**config.mk**
```make
export PLATFORM = sky130hd
export DESIGN_NAME = st7920_serial_receiver
export DESIGN_NICKNAME = d
export VERILOG_FILES = /design/src/rtl/st7920_pkg.sv /design/src/rtl/st7920_sclk_edge.sv /design/src/rtl/st7920_serial_receiver.sv
export SDC_FILE = /design/constraint.sdc
export NUM_CORES = 1
export LEC_CHECK = 0
export ABC_CLOCK_PERIOD_IN_PS = 4790
export CAP_MARGIN = 20
export CORE_MARGIN = 2
export CORE_UTILIZATION = 40
export DETAILED_ROUTE_END_ITERATION = 12
export GPL_TIMING_DRIVEN = 0
export PLACE_DENSITY_LB_ADDON = 0.08
export SLEW_MARGIN = 20
export SYNTH_ARGS = -nofsm -noshare
export SYNTH_HDL_FRONTEND = slang
export SYNTH_HIERARCHICAL = 1
export SYNTH_SLANG_ARGS = --single-unit
```
**constraint.sdc**
```tcl
create_clock -name sys_clk -period 4.79 [get_ports sys_clk]
set_clock_uncertainty 0.15 [all_clocks]
set_input_delay 0.958 -clock sys_clk [delete_from_list [all_inputs] [get_ports sys_clk]]
set_output_delay 0.958 -clock sys_clk [all_outputs]
set_load 0.01 [all_outputs]
```
**src/rtl/st7920_pkg.sv**
```systemverilog
// Shared constants and types for the ST7920 serial receiver.
package st7920_pkg;

    localparam int unsigned SYNC_LEN  = 5;    // leading ones that mark a frame start
    localparam int unsigned FRAME_LEN = 24;   // bits per serial frame
    localparam int unsigned BYTE_W    = 8;
    localparam int unsigned FB_ADDR_W = 10;   // framebuffer byte address width

    // Instruction decode: function set lives in byte[7:5], GDRAM address is flagged by byte[7].
    localparam logic [2:0] OP_FUNC_SET   = 3'b001;
    localparam logic       OP_GDRAM_ADDR = 1'b1;

    typedef enum logic [2:0] {
        ST_HUNT,
        ST_HDR,
        ST_HI,
        ST_PADH,
        ST_LO,
        ST_PADL
    } rx_state_e;

endpackage

```
**src/rtl/st7920_sclk_edge.sv**
```systemverilog
// Synchronises lcd_clk/lcd_data into sys_clk and flags lcd_clk rising edges.
//   sys_clk, sys_rst_n : block clock and async active-low reset
//   lcd_clk, lcd_data  : asynchronous serial inputs from the host
//   sclk_rise_c        : high for one cycle per synchronised lcd_clk rising edge
//   sdata              : synchronised lcd_data, valid when sclk_rise_c is high
module st7920_sclk_edge #(
    parameter int unsigned SYNC_STAGES = 2
) (
    input  logic sys_clk,
    input  logic sys_rst_n,
    input  logic lcd_clk,
    input  logic lcd_data,
    output logic sclk_rise_c,
    output logic sdata
);

    logic [SYNC_STAGES-1:0] clk_sync;
    logic [SYNC_STAGES-1:0] data_sync;
    logic                   clk_prev;

    // Equal-length chains keep data aligned with the clock edge it belongs to.
    always_ff @(posedge sys_clk or negedge sys_rst_n) begin
        if (!sys_rst_n) begin
            clk_sync  <= '0;
            data_sync <= '0;
            clk_prev  <= 1'b0;
        end else begin
            clk_sync[0]  <= lcd_clk;
            data_sync[0] <= lcd_data;
            for (int i = 1; i < int'(SYNC_STAGES); i++) begin
                clk_sync[i]  <= clk_sync[i-1];
                data_sync[i] <= data_sync[i-1];
            end
            clk_prev <= clk_sync[SYNC_STAGES-1];
        end
    end

    assign sclk_rise_c = clk_sync[SYNC_STAGES-1] & ~clk_prev;
    assign sdata       = data_sync[SYNC_STAGES-1];

endmodule

```
**src/rtl/st7920_serial_receiver.sv**
```systemverilog
// ST7920 serial-mode receiver: frames host bits, decodes commands and
// tracks graphic-mode GDRAM addressing to produce framebuffer writes.
//   sys_clk, sys_rst_n          : block clock and async active-low reset
//   lcd_clk, lcd_data           : host serial clock (E) and data (R/W)
//   cmd_valid/rs/rw/byte        : decoded frame, pulse plus held fields
//   frame_err                   : pulse on a malformed or timed-out frame
//   gfx_mode                    : extended set and graphic display enabled
//   fb_we, fb_addr, fb_wdata    : framebuffer byte write port
module st7920_serial_receiver
    import st7920_pkg::*;
#(
    parameter int unsigned SYNC_STAGES    = 2,
    parameter int unsigned TIMEOUT_CYCLES = 4096
) (
    input  logic                 sys_clk,
    input  logic                 sys_rst_n,
    input  logic                 lcd_clk,
    input  logic                 lcd_data,
    output logic                 cmd_valid,
    output logic                 cmd_rs,
    output logic                 cmd_rw,
    output logic [BYTE_W-1:0]    cmd_byte,
    output logic                 frame_err,
    output logic                 gfx_mode,
    output logic                 fb_we,
    output logic [FB_ADDR_W-1:0] fb_addr,
    output logic [BYTE_W-1:0]    fb_wdata
);

    localparam int unsigned ONES_W = $clog2(SYNC_LEN);
    localparam int unsigned TMO_W  = $clog2(TIMEOUT_CYCLES + 1);

    logic sclk_rise_c;
    logic sdata;

    st7920_sclk_edge #(
        .SYNC_STAGES (SYNC_STAGES)
    ) u_sclk_edge (
        .sys_clk     (sys_clk),
        .sys_rst_n   (sys_rst_n),
        .lcd_clk     (lcd_clk),
        .lcd_data    (lcd_data),
        .sclk_rise_c (sclk_rise_c),
        .sdata       (sdata)
    );

    rx_state_e          state_q, state_d;
    logic [ONES_W-1:0]  ones_q, ones_d;
    logic [1:0]         bit_q, bit_d;
    logic [TMO_W-1:0]   tmo_q, tmo_d;
    logic               rw_q, rw_d;
    logic               rs_q, rs_d;
    logic [BYTE_W-1:0]  byte_q, byte_d;
    logic               ext_q, ext_d;
    logic               gfx_q, gfx_d;
    logic [3:0]         x_q, x_d;
    logic [4:0]         y_q, y_d;
    logic               bt_q, bt_d;
    logic               phase_q, phase_d;   // 0: next GDRAM address is Y, 1: X
    logic               frame_done;
    logic               abort;

    logic                 valid_d, err_d, fb_we_d;
    logic                 cmd_rs_d, cmd_rw_d;
    logic [BYTE_W-1:0]    cmd_byte_d, fb_wdata_d;
    logic [FB_ADDR_W-1:0] fb_addr_d;

    // Frame FSM, timeout and command decode.
    always_comb begin
        state_d    = state_q;
        ones_d     = ones_q;
        bit_d      = bit_q;
        tmo_d      = tmo_q;
        rw_d       = rw_q;
        rs_d       = rs_q;
        byte_d     = byte_q;
        ext_d      = ext_q;
        gfx_d      = gfx_q;
        x_d        = x_q;
        y_d        = y_q;
        bt_d       = bt_q;
        phase_d    = phase_q;
        frame_done = 1'b0;
        abort      = 1'b0;
        valid_d    = 1'b0;
        err_d      = 1'b0;
        fb_we_d    = 1'b0;
        cmd_rs_d   = cmd_rs;
        cmd_rw_d   = cmd_rw;
        cmd_byte_d = cmd_byte;
        fb_addr_d  = fb_addr;
        fb_wdata_d = fb_wdata;

        // Timeout only runs mid-frame; an edge in the expiry cycle wins.
        if (state_q == ST_HUNT || sclk_rise_c) begin
            tmo_d = '0;
        end else if (tmo_q == TMO_W'(TIMEOUT_CYCLES - 1)) begin
            tmo_d = '0;
            abort = 1'b1;
        end else begin
            tmo_d = tmo_q + TMO_W'(1);
        end

        if (sclk_rise_c) begin
            case (state_q)
                ST_HUNT: begin
                    if (!sdata) begin
                        ones_d = '0;
                    end else if (ones_q == ONES_W'(SYNC_LEN - 1)) begin
                        ones_d  = '0;
                        bit_d   = '0;
                        state_d = ST_HDR;
                    end else begin
                        ones_d = ones_q + ONES_W'(1);
                    end
                end
                ST_HDR: begin
                    bit_d = bit_q + 2'd1;
                    if (bit_q == 2'd0) begin
                        rw_d = sdata;
                    end else if (bit_q == 2'd1) begin
                        rs_d = sdata;
                    end else if (sdata) begin
                        abort = 1'b1;
                    end else begin
                        bit_d   = '0;
                        state_d = ST_HI;
                    end
                end
                ST_HI, ST_LO: begin
                    byte_d = {byte_q[BYTE_W-2:0], sdata};
                    bit_d  = bit_q + 2'd1;
                    if (bit_q == 2'd3) begin
                        state_d = (state_q == ST_HI) ? ST_PADH : ST_PADL;
                    end
                end
                ST_PADH, ST_PADL: begin
                    bit_d = bit_q + 2'd1;
                    if (sdata) begin
                        abort = 1'b1;
                    end else if (bit_q == 2'd3) begin
                        if (state_q == ST_PADH) begin
                            state_d = ST_LO;
                        end else begin
                            state_d    = ST_HUNT;
                            frame_done = 1'b1;
                        end
                    end
                end
                default: state_d = ST_HUNT;
            endcase
        end

        if (abort) begin
            err_d   = 1'b1;
            state_d = ST_HUNT;
            ones_d  = '0;
            bit_d   = '0;
        end

        if (frame_done) begin
            valid_d    = 1'b1;
            cmd_rs_d   = rs_q;
            cmd_rw_d   = rw_q;
            cmd_byte_d = byte_q;
            if (!rw_q) begin
                if (rs_q) begin
                    // Data write: two bytes per X word, then advance X.
                    fb_we_d    = 1'b1;
                    fb_wdata_d = byte_q;
                    fb_addr_d  = {x_q[3], y_q, x_q[2:0], bt_q};
                    if (bt_q) begin
                        x_d  = x_q + 4'd1;
                        bt_d = 1'b0;
                    end else begin
                        bt_d = 1'b1;
                    end
                end else if (byte_q[7:5] == OP_FUNC_SET) begin
                    ext_d   = byte_q[2];
                    if (byte_q[2]) begin
                        gfx_d = byte_q[1];
                    end
                    phase_d = 1'b0;
                end else if (byte_q[7] == OP_GDRAM_ADDR) begin
                    // Basic-set DDRAM address: leaves GDRAM pointer alone.
                    if (ext_q) begin
                        if (!phase_q) begin
                            y_d = byte_q[4:0];
                        end else begin
                            x_d = byte_q[3:0];
                        end
                        phase_d = ~phase_q;
                        bt_d    = 1'b0;
                    end
                end else begin
                    phase_d = 1'b0;
                end
            end
        end
    end

    // State and output registers.
    always_ff @(posedge sys_clk or negedge sys_rst_n) begin
        if (!sys_rst_n) begin
            state_q   <= ST_HUNT;
            ones_q    <= '0;
            bit_q     <= '0;
            tmo_q     <= '0;
            rw_q      <= 1'b0;
            rs_q      <= 1'b0;
            byte_q    <= '0;
            ext_q     <= 1'b0;
            gfx_q     <= 1'b0;
            x_q       <= '0;
            y_q       <= '0;
            bt_q      <= 1'b0;
            phase_q   <= 1'b0;
            cmd_valid <= 1'b0;
            cmd_rs    <= 1'b0;
            cmd_rw    <= 1'b0;
            cmd_byte  <= '0;
            frame_err <= 1'b0;
            gfx_mode  <= 1'b0;
            fb_we     <= 1'b0;
            fb_addr   <= '0;
            fb_wdata  <= '0;
        end else begin
            state_q   <= state_d;
            ones_q    <= ones_d;
            bit_q     <= bit_d;
            tmo_q     <= tmo_d;
            rw_q      <= rw_d;
            rs_q      <= rs_d;
            byte_q    <= byte_d;
            ext_q     <= ext_d;
            gfx_q     <= gfx_d;
            x_q       <= x_d;
            y_q       <= y_d;
            bt_q      <= bt_d;
            phase_q   <= phase_d;
            cmd_valid <= valid_d;
            cmd_rs    <= cmd_rs_d;
            cmd_rw    <= cmd_rw_d;
            cmd_byte  <= cmd_byte_d;
            frame_err <= err_d;
            gfx_mode  <= ext_d & gfx_d;
            fb_we     <= fb_we_d;
            fb_addr   <= fb_addr_d;
            fb_wdata  <= fb_wdata_d;
        end
    end

endmodule
```
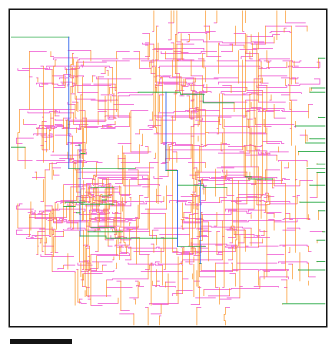
**Above:** wiring by layer.
The bar under the picture is 20 um long.
color	layer	wire length
green	M3	298 um
orange	M2	3,260 um
magenta	M1	3,400 um
blue	M4	148 um
drt total wl: 7110 um
WL/cell: 14.2 um
All-Layer GR Usage: 15.7%
vias post-DR: 2,451

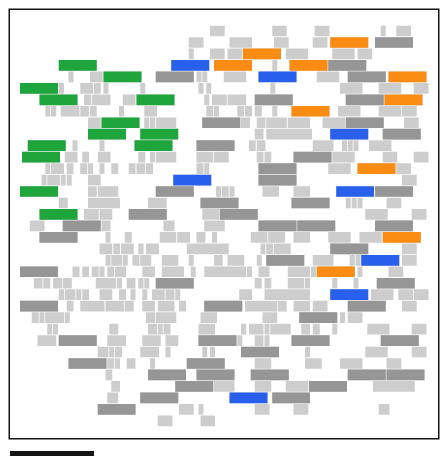
**Above:** sequential cells grouped by signal name.
The bar under the picture is 20 um long. Other sequential cells in the stronger gray, the rest of the logic in the fainter gray.
color	signal	sequential cells
green	tmo_q	13
orange	fb_addr	10
blue	cmd_byte	8
not colored	50
flip-flop and latch power: 0.871 mW
Core Util, Final: 49.5%
sequential fraction of total cell area: 44.3%

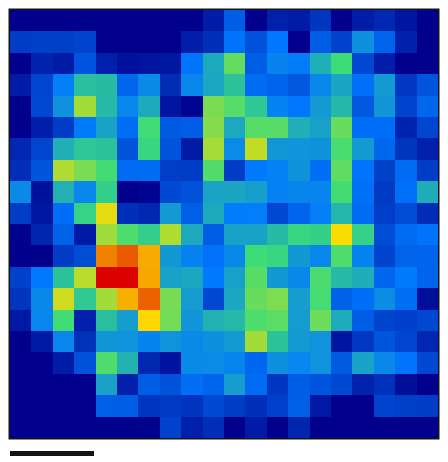
**Above:** wiring heat map.
The bar under the picture is 20 um long. The die is cut into 20 by 20 equal tiles; dark blue is low, red is high, scaled to the fullest tile. Values are wire area over tile area, all layers added.
densest ninth of the die	middle left
nearly empty tiles	14%
fullest tile	0.44

==> flow_metrics.py <==
# Flow results
metrics = {
    "outcome": {
        "outcome": "finished, final reports clean",
    },
    "cts": {
        "clk_latency_ps": 360,
        "cts_resized": 0,
        "cts_tree": "done",
        "cts_root_buffer": "clkbuf_8",
    },
    "finish": {
        "antennaDiodeCount": 0,
        "fin_nets": 380,
        "comb_area_share_pct": 35.7,
        "inv_count": 15,
        "area_growth_pct": 20.1,
        "ff_count": 81,
        "fin_cells": 501,
        "top_area_cell_class": "flip-flops and latches",
    },
    "yosys": {
        "yosysCellCount": 320,
        "ys_warn_count": 6,
        "synth_cell_types": 53,
        "edf_count": 0,
        "synthesis.area_um2": 3810,
    },
    "worst_setup_path": {
        "reg2reg_slack_ps": 2500,
        "cp.arrival_ps": 1280,
        "timing.rr.end": "y_q[2]",
        "max_stage_delay_ps": 540,
        "path_cells": "clkdlybuf4s50_1",
        "crit_slowest_cell": "clkdlybuf4s50_1",
        "path_depth": 1,
        "crit_required_ps": 3680,
        "worstPathMaxFanout": 2,
    },
    "global_route": {
        "grt_max_degree": 53,
    },
    "power_and_ir_drop": {
        "ir_drop_v": 0.000220,
        "power-per-cell-area_nw_per_um2": 410,
    },
    "routing": {
        "first_pass_iters": 4,
        "ant_nets": 0,
        "viasPerCell": 4.89,
    },
    "floorplanning": {
        "io-pin-count": 36,
        "taps": 129,
        "std_cell_rows": 35,
    },
    "worst_hold_path": {
        "whs_endpoint": "u_sclk_edge/clk_sync[1]",
    },
    "sta": {
        "setup-violations-final": 0,
        "worst-slew-pin-transition_ps": 611,
    },
    "placed_design": {
        "portBuffers": 35,
        "dp_cells": 485,
        "place_congestion": 0.877,
    },
    "run": {
        "max_cap_viol_count": 0,
    },
}
-- per-layer routing --
layer / wire length, um / share of wire, % / global-route usage, % / up-vias
met3: 297 / 4.2 / 4.42 / 13
met4: 147 / 2.1 / 6.86 / 0
met1: 3400 / 48 / 20.6 / 1178
met5: 0 / 0 / 0 / -
met2: 3260 / 46 / 24.2 / 56
li1: - / - / - / 1204
-- logic make-up after synthesis --
family | synth area share, %
compound gates | 8.55
xor+xnor | 2.30
fa+ha+maj | 2.96
buf+inv | 3.85
flops | 53.3
mux | 14.0
simple gates | 15.1
-- flip-flops by register name, indices dropped and copies added (netlist names), 2 cells and up --
| register | cells |
|---|---|
| fb_addr | 10 |
| u_sclk_edge/clk_sync | 2 |
| fb_wdata | 8 |
| byte_q | 8 |
| tmo_q | 13 |
| ones_q | 3 |
| state_q | 3 |
| cmd_byte | 8 |
| bit_q | 2 |
| u_sclk_edge/data_sync | 2 |
| y_q | 5 |
| x_q | 4 |
-- cells in the final DEF (no fill, tap or decap), types with 3 or more instances in the layout --
master,n
o21ai_0,14
nand2_1,42
clkbuf_8,10
mux2_4,23
dfrtp_1,81
mux2i_1,4
nor3_1,5
and3_1,5
nor2_1,22
a21oi_1,9
clkbuf_1,4
nand2b_1,6
nand3_1,9
buf_6,5
o22ai_1,4
mux2_2,11
xnor2_1,8
buf_2,3
ha_1,9
clkdlybuf4s50_1,34
inv_1,14
-- cell usage after synthesis (3+ instances only) --
library cell / number / area [um2]
mux2i_1: 4 / 40.0
dfrtp_1: 81 / 2030
ha_1: 9 / 113
a21oi_1: 9 / 45.0
buf_2: 3 / 15.0
nand3_1: 9 / 45.0
clkbuf_1: 3 / 11.3
inv_1: 14 / 52.6
nor2_1: 22 / 82.6
o21ai_0: 14 / 70.1
xnor2_1: 8 / 70.1
nand2b_1: 6 / 37.5
mux2_4: 23 / 345
nor3_1: 5 / 25.0
and3_1: 5 / 31.3
o22ai_1: 4 / 25.0
nand2_1: 42 / 158
mux2_2: 11 / 124
buf_6: 5 / 56.3
-- power breakdown --
group	total (mW)	internal, mW	switching (mW)
Clock	0.573	0.312	0.262
Combinational	0.430	0.197	0.234
Sequential	0.871	0.761	0.110
Total	1.87	1.27	0.606
-- through the flow --
step | util, % | hold slack, ps | worst slack [ps] | setup TNS [ps] | instance area, um2
6_report | 49.5 | 201 | 2400 | 0 | 4570
5_1_grt | 49.5 | 226 | 2310 | 0 | 4570
4_1_cts | 49.5 | 204 | 2370 | 0 | 4570
3_5_place_dp | 47.0 | 187 | 2490 | 0 | 4340
3_3_place_gp | 46.7 | 184 | -385 | -30710 | 4320
2_1_floorplan | - | 181 | 2690 | 0 | 3810
-- how the worst max path moves through the flow --
stage / start / end
2_1_floorplan: bit_q[0] / y_q[0]
3_3_place_gp: sys_rst_n / tmo_q[4]
3_5_place_dp: bit_q[0] / y_q[2]
4_1_cts: cmd_byte[0] / cmd_byte[0]
5_1_grt: bit_q[0] / y_q[2]
6_report: cmd_byte[0] / cmd_byte[0]
Power figures rest on the tool's default switching activity, not on a simulated workload.
